File: src/rtl/jk_mod_counter.sv
// Modulo-N up/down counter whose next state is applied through per-bit J/K excitation.
// Optional: define JK_COUNTER_SATURATE_EN to hold at the boundary instead of wrapping.
module jk_mod_counter_bit (
  input  logic clk,
  input  logic rst,
  input  logic j,
  input  logic k,
  output logic q
);
  always_ff @(posedge clk or posedge rst) begin
    if (rst) q <= 1'b0;
    else begin
      case ({j, k})
        2'b10:   q <= 1'b1;
        2'b01:   q <= 1'b0;
        2'b11:   q <= ~q;
        default: q <= q;
      endcase
    end
  end
endmodule

module jk_mod_counter #(
  parameter int WIDTH   = 4,
  parameter int MODULUS = 10
) (
  input  logic             clk,
  input  logic             rst,
  input  logic             en,
  input  logic             up,
  input  logic             load,
  input  logic [WIDTH-1:0] load_val,
  output logic [WIDTH-1:0] j,
  output logic [WIDTH-1:0] k,
  output logic [WIDTH-1:0] count,
  output logic             tc,
  output logic [7:0]       wrap_cnt
);
  localparam logic [WIDTH-1:0] MAX = WIDTH'(MODULUS - 1);
`ifdef JK_COUNTER_SATURATE_EN
  localparam bit SAT = 1'b1;
`else
  localparam bit SAT = 1'b0;
`endif

  logic [WIDTH-1:0] nxt;
  logic             bnd_step;

  always_comb begin
    nxt      = count;
    bnd_step = 1'b0;
    if (load) begin
      nxt = (load_val > MAX) ? MAX : load_val;
    end else if (en) begin
      if (up) begin
        if (count == MAX) begin
          bnd_step = 1'b1;
          nxt      = SAT ? count : '0;
        end else nxt = count + 1'b1;
      end else begin
        if (count == '0) begin
          bnd_step = 1'b1;
          nxt      = SAT ? count : MAX;
        end else nxt = count - 1'b1;
      end
    end
  end

  assign j = ~count & nxt;
  assign k = count & ~nxt;

  // One JK cell per bit; the bank as a whole lands on nxt every edge.
  for (genvar i = 0; i < WIDTH; i++) begin : g_bit
    jk_mod_counter_bit u_bit (
      .clk (clk),
      .rst (rst),
      .j   (j[i]),
      .k   (k[i]),
      .q   (count[i])
    );
  end

  always_ff @(posedge clk or posedge rst) begin
    if (rst) begin
      tc       <= 1'b0;
      wrap_cnt <= 8'h00;
    end else begin
      tc <= bnd_step;
      if (bnd_step && wrap_cnt != 8'hFF) wrap_cnt <= wrap_cnt + 8'h01;
    end
  end
endmodule

File: config.mk
export PLATFORM = sky130hd
export DESIGN_NAME = jk_mod_counter
export DESIGN_NICKNAME = d
export VERILOG_FILES = /design/src/rtl/jk_mod_counter.sv
export SDC_FILE = /design/constraint.sdc
export NUM_CORES = 1
export LEC_CHECK = 0
export ABC_AREA = 0
export CAP_MARGIN = 30
export CORE_MARGIN = 2
export CORE_UTILIZATION = 29
export DETAILED_ROUTE_END_ITERATION = 8
export GPL_TIMING_DRIVEN = 0
export HOLD_SLACK_MARGIN = 0.08
export PLACE_DENSITY = 0.59
export SLEW_MARGIN = 20
export SYNTH_ARGS = -nofsm -noshare
export SYNTH_HDL_FRONTEND = slang
export SYNTH_SLANG_ARGS = --single-unit
File: constraint.sdc
create_clock -name clk -period 2.6 [get_ports clk]
set_clock_uncertainty 0.05 [all_clocks]
set_input_delay 0.26 -clock clk [delete_from_list [all_inputs] [get_ports clk]]
set_output_delay 0.26 -clock clk [all_outputs]
set_load 0.02 [all_outputs]
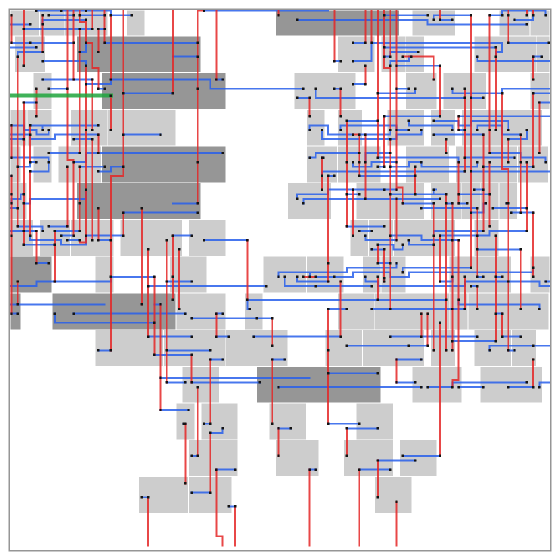
*Zoomed window*
Region (13, 0) to (53, 40) microns. Cells in grey, sequential cells in the stronger grey; small squares are vias.
- blue: metal 1
- red: metal 2
- green: metal 3
- most frequent: buf_4 (9), inv_1 (8), dfrtp_1 (7)
- sequential cells in the window: 7
- cells with their middle in the window: 91
- netlist names of flops here include: wrap_cnt (4), g_bit.u_bit.q (3)

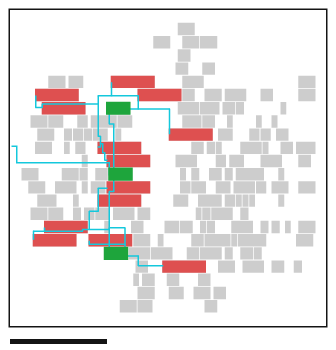
*Routed clock nets over the placement*
The bar under the picture is 20 microns long.
- green: clock drivers (count 3)
- cyan: clock wires (length 180 microns)
- red: flip-flops (count 13)
- routed clock nets: 4

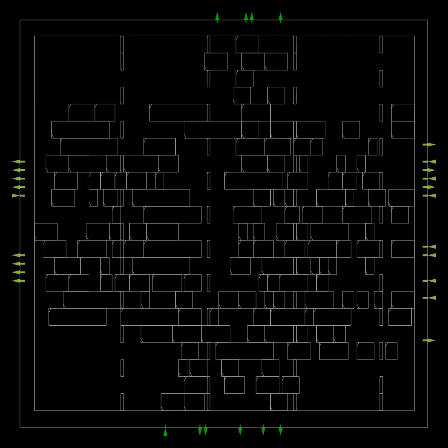
*Cell placement*
tap cell count: 48
utilization after layout: 42.3%
Non-Filler Instances: 203

==> impl_metrics.csv <==
group,metric,value,unit
logic_synthesis,yosys_warnings,0,
final_layout,buffers,49,
final_layout,antenna-diode-count,0,
job,warnings,34,
die,die_h,65.1,microns
worst_setup_path,startpoint,"g_bit[0].u_bit.q$_DFFE_PP0P_",
logic_synthesis,numSynthFlops,13,
timing,setup_ws,0.0153,ns
worst_setup_path,cp_num_buf_inv,3,
final_layout,drive_gt1_share,25.8,%
logic_synthesis,synth_nets,140,
worst_setup_path,r2r-start,"g_bit[0].u_bit.q$_DFFE_PP0P_",
final_layout,inv_count,10,
final_layout,area_delta_synth_final,41.7,%
die,initial_core_util,29.8,%
logic_synthesis,edf_count,0,
clock_tree,cts.sinks,13,
final_layout,design_area,1540,sq um
worst_setup_path,critPathMaxStageDelay,0.53,ns
routing,ant_nets,0,
die,fp.coreArea,3630,sq um
clock_tree,htree_num_levels,1,
die,dieArea,4240,sq um
job,max_cap_viol_count,0,
logic_synthesis,synth_area,1080,sq um
timing,hold_viol_final,0,
final_layout,final_cell_mix,"21 x clkdlybuf4s50_1, 19 x buf_4, 13 x dfrtp_1",
grt,grt_pass1_vias,911,
clock_tree,tritoncts,"yes",
grt,antenna_found_initial,0,
clock_tree,cts.clk_slew.worst_paths,0.06,ns
worst_setup_path,crit_path_frequent_cell,"buf_4",
die,pin_count,30,
final_layout,sh_seq_area,21.2,%
logic_synthesis,synthAoiAreaFrac,13.4,%
worst_setup_path,critPathCaptureType,"output port",
timing,hold_ws,0.294,ns
place,gp_routability_congestion,0.833,
final_layout,logic_gate_count,79,
grt,globalRouteOverflowTotal,0,
logic_synthesis,yosys_cells,120,
worst_setup_path,path_depth,8,
logic_synthesis,fa_ha_area_share,12.7,%
pwr,power_density,833,nW/um^2
place,placed_area,1420,sq um
logic_synthesis,netlist_logic_family_top,"simple AND/OR/NAND/NOR gates",
logic_synthesis,mux_area_share,3.81,%
worst_setup_path,r2r-end,"g_bit[3].u_bit.q$_DFFE_PP0P_",
logic_synthesis,synth_area_leader_cell,"dfrtp_1",
logic_synthesis,yosysTopAreaCellShare,30.0,%
clock_tree,cts_buffer_depth,2,
worst_setup_path,critPathRequiredTime,2.29,ns
timing,tns,0,ns
final_layout,top_area_cell_class,"multi-input combinational cells",
pwr,leakage,0.762,nW
worst_setup_path,cp-endpoint,"k[2]",
routing,drt-vias-per-instance,4.50,
logic_synthesis,simple_gate_area_share,17.1,%
clock_tree,clock_latency,0.24,ns
pwr,ir_drop,0.000410,V
logic_synthesis,synth_cell_types,40,
place,dpl_worst_slack,-0.465,ns
worst_setup_path,cp.arrival,2.27,ns
worst_setup_path,cp_top_family,"simple AND/OR/NAND/NOR gates",
grt,grt_max_degree,14,
timing,period_used_share,99.4,%
die,die_w,65.1,microns
clock_tree,cts_resized,20,
timing,maxSlewViolCount,0,
worst_setup_path,path_cells,"buf_6 -> or4b_4 -> a211oi_2 -> o21ba_4 -> o21a_1 -> ha_2 -> buf_4 -> buf_4",
routing,dr.pass1.iters,4,
routing,drt_iter0_markers,22,
timing,fin_crit,2.58,ns
final_layout,buf_share,28.2,%
worst_setup_path,rr_worst_depth,9,
logic_synthesis,async_reset_ff_share,100,%
worst_setup_path,crit_type,"reg -> out",
timing,setup_viol_count_final,0,
logic_synthesis,yosys-top-cells-count,"13 x dfrtp_1, 12 x buf_4, 11 x ha_1",
worst_hold_path,hold_class,"in -> async",
timing,rsz0062_at_grt,"yes",
pwr,finalPower,1.28,mW
final_layout,clk_share,2.93,%
final_layout,comb_share,41.3,%
logic_synthesis,synth_cells,120,
final_layout,mostFrequentLayoutCell,"clkdlybuf4s50_1",
die,num_rows,22,
place,io_buffer_count,28,
timing,fmax,387,MHz
status,status,"complete, no violations",
timing,tightest_slew,0.494,ns
final_layout,regArea,325,sq um
worst_setup_path,critPathMaxFanout,10,
worst_setup_path,rrSetupSlack,0.51,ns
logic_synthesis,synth.avg_cell_area,9.03,sq um
place,hpwl,1670,microns
final_layout,fillCellCount,388,
logic_synthesis,ys_area,1080,sq um
logic_synthesis,flop_cell,"dfrtp_1",
routing,route.detailed.drc,0,
final_layout,logic_area,634,sq um
clock_tree,postCtsSetupBuffers,2,
place,dp_cells,196,
worst_setup_path,cp-start-kind,"flop",
logic_synthesis,ys_seq_share,30.0,%
routing,wl_per_cell,11.1,microns
final_layout,nets,176,
final_layout,seq_cell_count,13,
logic_synthesis,area_leaders,"dfrtp_1 30%, ha_1 13%, buf_4 8.3%, xor2_1 6.5%, inv_1 3.5%",
clock_tree,cts_buffers,3,
final_layout,clock_buffers,4,
clock_tree,root_buffer,"clkbuf_8",
logic_synthesis,synth.most_common_cell,"dfrtp_1",
worst_setup_path,crit_slowest_cell,"or4b_4",
grt,grt_pass1_wl,3840,microns
clock_tree,postCtsHoldBufs,0,
logic_synthesis,xor_share,8.08,%
timing,max-slew-margin-rel,67.0,%
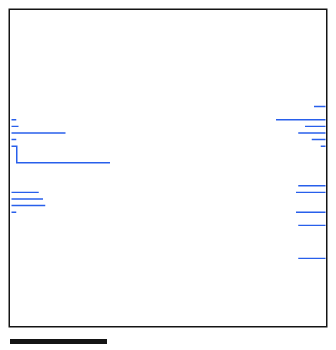
*Signal wires on met3*
The bar under the picture is 20 microns long.
- main direction: horizontal
- wire length on this layer: 107 microns
- longest straight run: 19.1 microns

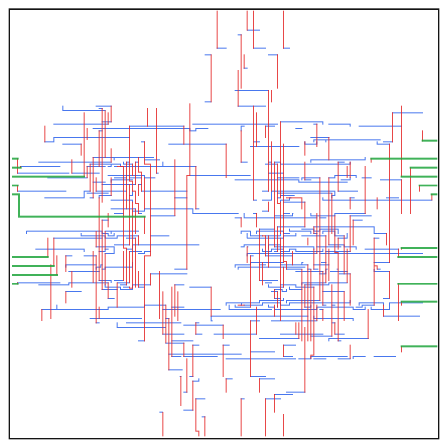
*Signal wires by layer*
- green: metal 3 (wire length 107 microns)
- red: metal 2 (wire length 1010 microns)
- blue: metal 1 (wire length 1130 microns)
Detailed Route WL: 2250 microns
via count: 913
gr usage total: 11.4%

==> routing by layer <==
metal | track usage, % | wire (microns) | share of wire (%) | vias to the layer above
li1 | - | - | - | 471
met1 | 15.4 | 1130 | 50 | 422
met2 | 18.3 | 1010 | 45 | 20
met3 | 2.05 | 107 | 4.8 | 0
met4 | 3.91 | 0 | 0 | 0
met5 | 0 | 0 | 0 | -
==> registers in the layout, indices dropped and copies added (netlist names) <==
signal,cells
g_bit.u_bit.q,4
tc,1
wrap_cnt,8
==> power breakdown <==
| group | switching, mW | internal, mW | leakage [nW] |
|---|---|---|---|
| sequential | 0.0295 | 0.242 | 0.166 |
| clock | 0.0709 | 0.108 | 0.0228 |
| combinational | 0.398 | 0.429 | 0.573 |
Power and IR drop assume default switching activity.
